<file path="config.mk">
export PLATFORM = sky130hd
export DESIGN_NAME = imem_fetch_ctrl
export DESIGN_NICKNAME = d
export VERILOG_FILES = /design/src/rtl/imem_ctrl_pkg.sv /design/src/rtl/imem_pc_gen.sv /design/src/rtl/imem_fetch_ctrl.sv
export SDC_FILE = /design/constraint.sdc
export NUM_CORES = 1
export LEC_CHECK = 0
export ABC_AREA = 1
export CELL_PAD_IN_SITES_DETAIL_PLACEMENT = 1
export CELL_PAD_IN_SITES_GLOBAL_PLACEMENT = 2
export CORE_ASPECT_RATIO = 0.5
export CORE_UTILIZATION = 19
export DETAILED_ROUTE_END_ITERATION = 8
export PLACE_DENSITY = 0.9
export SYNTH_ARGS = -nofsm -noshare
export SYNTH_HDL_FRONTEND = slang
export SYNTH_SLANG_ARGS = --single-unit
export TNS_END_PERCENT = 5
</file>
<file path="constraint.sdc">
create_clock -name clka -period 1.9 [get_ports clka]
set_input_delay 0.475 -clock clka [delete_from_list [all_inputs] [get_ports clka]]
set_output_delay 0.475 -clock clka [all_outputs]
set_load 0.05 [all_outputs]
</file>
<file path="src/rtl/imem_ctrl_pkg.sv">
`default_nettype none
// ============================================================================
//  Module      : imem_ctrl_pkg
//  Description : Shared types and address-width helpers for the instruction
//                memory load/fetch sequencer.
//  Revision    : 1.0 - initial release
// ============================================================================
package imem_ctrl_pkg;

    // Default memory depth in words and the address width it implies
    localparam int MEM_SIZE_DEF = 32;
    localparam int AW           = $clog2(MEM_SIZE_DEF);

    // Controller operating modes
    typedef enum logic [1:0] {
        ST_IDLE  = 2'd0,
        ST_LOAD  = 2'd1,
        ST_DRAIN = 2'd2,
        ST_RUN   = 2'd3
    } state_e;

    // Word-address width for a given memory depth (depth is a power of two)
    function automatic int addr_width(input int depth);
        return (depth <= 2) ? 1 : $clog2(depth);
    endfunction

endpackage
`default_nettype wire

</file>
<file path="src/rtl/imem_pc_gen.sv">
`default_nettype none
// ============================================================================
//  Module      : imem_pc_gen
//  Description : Fetch program counter. Advances by one word per cycle with
//                natural wrap at the memory depth, holds on stall and loads
//                the low address bits of a branch target on redirect.
//  Revision    : 1.0 - initial release
// ============================================================================
module imem_pc_gen
    import imem_ctrl_pkg::*;
#(
    parameter int SIZE   = 32,
    parameter int ADDR_W = AW
) (
    input  logic              clka,
    input  logic              rst_n,
    input  logic              clear,
    input  logic              branch,
    input  logic              stall,
    input  logic [SIZE-1:0]   branch_target,
    output logic [ADDR_W-1:0] fetch_pc
);

    logic [ADDR_W-1:0] fetch_pc_q;
    logic [ADDR_W-1:0] fetch_pc_d;

    // Only the low address bits of a branch target select a word; the rest
    // are deliberately dropped so the target wraps modulo the memory depth.
    if (SIZE > ADDR_W) begin : g_tgt_hi
        logic unused_tgt_hi;
        assign unused_tgt_hi = ^branch_target[SIZE-1:ADDR_W];
    end

    // Next PC: clear outside RUN, then redirect, then hold on stall, else +1
    always_comb begin
        fetch_pc_d = fetch_pc_q;
        if (clear) begin
            fetch_pc_d = '0;
        end else if (branch) begin
            fetch_pc_d = branch_target[ADDR_W-1:0];
        end else if (!stall) begin
            fetch_pc_d = fetch_pc_q + ADDR_W'(1);
        end
    end

    // PC register with synchronous active-low reset
    always_ff @(posedge clka) begin
        if (!rst_n) begin
            fetch_pc_q <= '0;
        end else begin
            fetch_pc_q <= fetch_pc_d;
        end
    end

    assign fetch_pc = fetch_pc_q;

endmodule
`default_nettype wire

</file>
<file path="src/rtl/imem_fetch_ctrl.sv">
`default_nettype none
// ============================================================================
//  Module      : imem_fetch_ctrl
//  Description : Owns the single InstructionMemory port. Loads a program from
//                a valid/ready word stream, then fetches instructions for the
//                decode stage with stall and branch-redirect handling.
//  Revision    : 1.0 - initial release
// ============================================================================
module imem_fetch_ctrl
    import imem_ctrl_pkg::*;
#(
    parameter int SIZE     = 32,
    parameter int MEM_SIZE = MEM_SIZE_DEF
) (
    input  logic            clka,
    input  logic            rst_n,
    input  logic            load_start,
    input  logic            run_start,
    input  logic            load_valid,
    input  logic [SIZE-1:0] load_data,
    input  logic            load_last,
    output logic            load_ready,
    output logic            load_err,
    output logic            running,
    input  logic            stall,
    input  logic            branch_taken,
    input  logic [SIZE-1:0] branch_target,
    output logic            instr_valid,
    output logic [SIZE-1:0] instr_out,
    output logic [SIZE-1:0] pc_out,
    output logic            mem_we,
    output logic [SIZE-1:0] mem_addr,
    output logic [SIZE-1:0] mem_din,
    input  logic [SIZE-1:0] mem_dout
);

    localparam int                ADDR_W   = addr_width(MEM_SIZE);
    localparam logic [ADDR_W-1:0] LAST_PTR = ADDR_W'(MEM_SIZE - 1);

    state_e            state_q, state_d;
    logic [ADDR_W-1:0] load_ptr_q, load_ptr_d;
    logic              load_err_q, load_err_d;
    logic              mem_we_q, mem_we_d;
    logic [ADDR_W-1:0] wr_addr_q, wr_addr_d;
    logic [SIZE-1:0]   mem_din_q, mem_din_d;
    logic              instr_valid_q, instr_valid_d;
    logic [SIZE-1:0]   instr_out_q, instr_out_d;
    logic [SIZE-1:0]   pc_out_q, pc_out_d;

    logic [ADDR_W-1:0] fetch_pc;
    logic              in_run;
    logic              accept;
    logic              last_word;
    logic              enter_load;
    logic              pc_branch;

    assign in_run     = (state_q == ST_RUN);
    assign accept     = (state_q == ST_LOAD) && load_valid;
    assign last_word  = load_last || (load_ptr_q == LAST_PTR);
    assign enter_load = (state_q != ST_LOAD) && (state_d == ST_LOAD);
    // A load request in RUN outranks the branch, so the redirect is dropped
    assign pc_branch  = in_run && branch_taken && !load_start;

    imem_pc_gen #(
        .SIZE   (SIZE),
        .ADDR_W (ADDR_W)
    ) u_pc_gen (
        .clka          (clka),
        .rst_n         (rst_n),
        .clear         (!in_run),
        .branch        (pc_branch),
        .stall         (stall),
        .branch_target (branch_target),
        .fetch_pc      (fetch_pc)
    );

    // Mode sequencing: IDLE -> LOAD -> DRAIN -> RUN, load request re-enters LOAD
    always_comb begin
        state_d = state_q;
        case (state_q)
            ST_IDLE: begin
                if (load_start) begin
                    state_d = ST_LOAD;
                end else if (run_start) begin
                    state_d = ST_RUN;
                end
            end
            ST_LOAD: begin
                if (accept && last_word) begin
                    state_d = ST_DRAIN;
                end
            end
            ST_DRAIN: begin
                state_d = load_start ? ST_LOAD : ST_RUN;
            end
            ST_RUN: begin
                if (load_start) begin
                    state_d = ST_LOAD;
                end
            end
            default: state_d = ST_IDLE;
        endcase
    end

    // Load pointer, overflow flag and the one-cycle-delayed memory write
    always_comb begin
        load_ptr_d = load_ptr_q;
        load_err_d = load_err_q;
        mem_we_d   = 1'b0;
        wr_addr_d  = wr_addr_q;
        mem_din_d  = mem_din_q;
        if (enter_load) begin
            load_ptr_d = '0;
            load_err_d = 1'b0;
        end else if (accept) begin
            load_ptr_d = load_ptr_q + ADDR_W'(1);
            if ((load_ptr_q == LAST_PTR) && !load_last) begin
                load_err_d = 1'b1;
            end
        end
        if (accept) begin
            mem_we_d  = 1'b1;
            wr_addr_d = load_ptr_q;
            mem_din_d = load_data;
        end
    end

    // Fetch output register: capture read data, bubble on redirect, hold on stall
    always_comb begin
        instr_valid_d = 1'b0;
        instr_out_d   = instr_out_q;
        pc_out_d      = pc_out_q;
        if (in_run && !load_start && !branch_taken) begin
            if (stall) begin
                instr_valid_d = instr_valid_q;
            end else begin
                instr_valid_d = 1'b1;
                pc_out_d      = SIZE'(fetch_pc);
                instr_out_d   = mem_dout;
            end
        end
    end

    // All controller state, synchronous active-low reset
    always_ff @(posedge clka) begin
        if (!rst_n) begin
            state_q       <= ST_IDLE;
            load_ptr_q    <= '0;
            load_err_q    <= 1'b0;
            mem_we_q      <= 1'b0;
            wr_addr_q     <= '0;
            mem_din_q     <= '0;
            instr_valid_q <= 1'b0;
            instr_out_q   <= '0;
            pc_out_q      <= '0;
        end else begin
            state_q       <= state_d;
            load_ptr_q    <= load_ptr_d;
            load_err_q    <= load_err_d;
            mem_we_q      <= mem_we_d;
            wr_addr_q     <= wr_addr_d;
            mem_din_q     <= mem_din_d;
            instr_valid_q <= instr_valid_d;
            instr_out_q   <= instr_out_d;
            pc_out_q      <= pc_out_d;
        end
    end

    // The port carries the fetch PC in RUN and the pending write address otherwise
    assign mem_addr    = in_run ? SIZE'(fetch_pc) : SIZE'(wr_addr_q);
    assign mem_we      = mem_we_q;
    assign mem_din     = mem_din_q;
    assign load_ready  = (state_q == ST_LOAD);
    assign running     = in_run;
    assign load_err    = load_err_q;
    assign instr_valid = instr_valid_q;
    assign instr_out   = instr_out_q;
    assign pc_out      = pc_out_q;

endmodule
`default_nettype wire

</file>
**Gate families picked out**

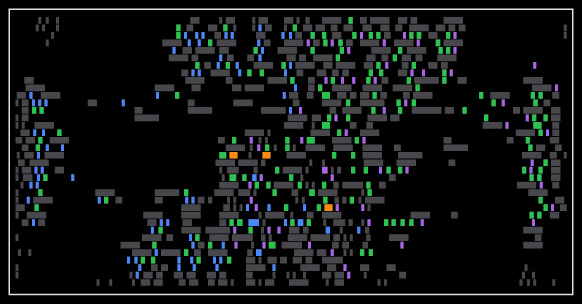
[inverters] purple | cells: 59 | most used: inv_1
[inverting AOI/OAI gates] green | cells: 136 | most used: o21ai_0 | where: all over the die
[XOR/XNOR gates] orange | cells: 3 | most used: xor2_1
[NOR gates] blue | cells: 76 | most used: nor2_1

**Layout detail**

Window x 26 to 76, y 52 to 102 um. Cells in gray, sequential cells in the stronger gray; small squares are vias.
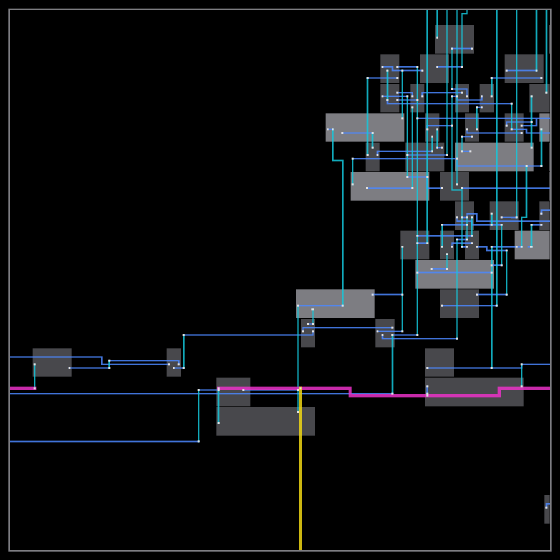
[metal 1] blue
[metal 3] magenta
[metal 4] yellow
[metal 2] cyan
cells with their middle in the window: 35
most frequent: nor2_1 (11)
sequential cells in the window: 5
netlist names of flops here include: mem_din (5)

**The clock network**

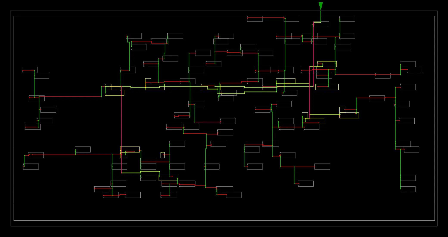
Flop Count: 89
Max Clock Skew: 8.26 ps
clock buffers: 9
Num CTS Buffers: 9
clk sinks: 89

**Power grid**

Pins as bars on the die edge.
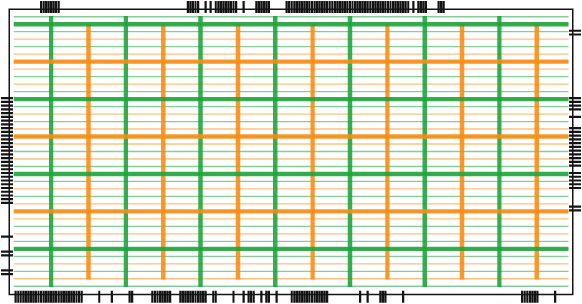
[VSS] green
[VDD] orange
signal pins: 237
met4 straps: 14
rows: 36
met1 rails: 37

==> run summary <==
run metrics: status complete, no violations, drt wl/cell 12.2 um, Avg Cell Area, Syn 7.73 um^2, Clock power frac 0.380, final WL 11300 um, via count 3599, met3 wire len 492 um, RSZ-0062 raised after global routing false, total gr overflow 0, minimum clock period 1790 ps, DRC viols 0, Period Utilization, post-route 0.945, WL met2 6170 um, yosys warns 0, TNS Setup 0 ps, P_sw 0.00153 W, Critical Setup Path Class register to output pin, Final setup viols 0, first-pass GRT wire length 17100 um, MUX share of area 0, ANT cells 0, Global Route met2 Usage 0.201, leak pwr 2.50 nW, chip area 21000 um^2, switching share of power 0.317, H-Tree Depth 3, GR Util met1 0.111, CP endpoint kind output pin, cell breakdown of the critical path nand2_4, inv_4, nand2_1, nand2_1, buf_12, Post-CTS Setup Inserts 0, core box area 19700 um^2, P_int 0.00329 W, synth cell count leaders dfxtp_1, nor2_1, o21ai_0, inv_1, buf_4, Fmax 557 MHz, Max Cap Viol 0, FF-to-FF Start load_ptr_q[0], Post-Syn Area 3880 um^2, largest net degree at the start of global routing 42, Root Buffer clkbuf_16, main flop type dfxtp_1, met1 WL 4530 um, worst vdd ir 0.486 mV, synth top area cells dfxtp_1, buf_4, o21ai_0, nor2_1, a21oi_1, CP Depth 5, Max Fanout on Critical Path 10, WHS 444 ps, register area share after synthesis 0.459
==> power groups by stage <==
stage | clock network (W) | logic (W) | registers [W]
6_report | 0.00183 | 0.00101 | 0.00198
5_1_grt | 0.00200 | 0.00107 | 0.00198
4_1_cts | 0.00192 | 0.00101 | 0.00198
3_5_place_dp | 0 | 0.00101 | 0.00202
3_3_place_gp | 0 | 0.000998 | 0.00202
2_1_floorplan | 0 | 0.000521 | 0.00222
==> area by class of cell <==
class / instances / area (um^2)
flip-flops and latches: 89 / 1790
multi-input cells: 328 / 1530
well taps: 266 / 333
fillers: 2374 / 14000
inverters: 59 / 224
repair buffers: 171 / 1590
clock inverters: 7 / 76.3
clock buffers: 9 / 225
Power is estimated from default activity; no workload was simulated.
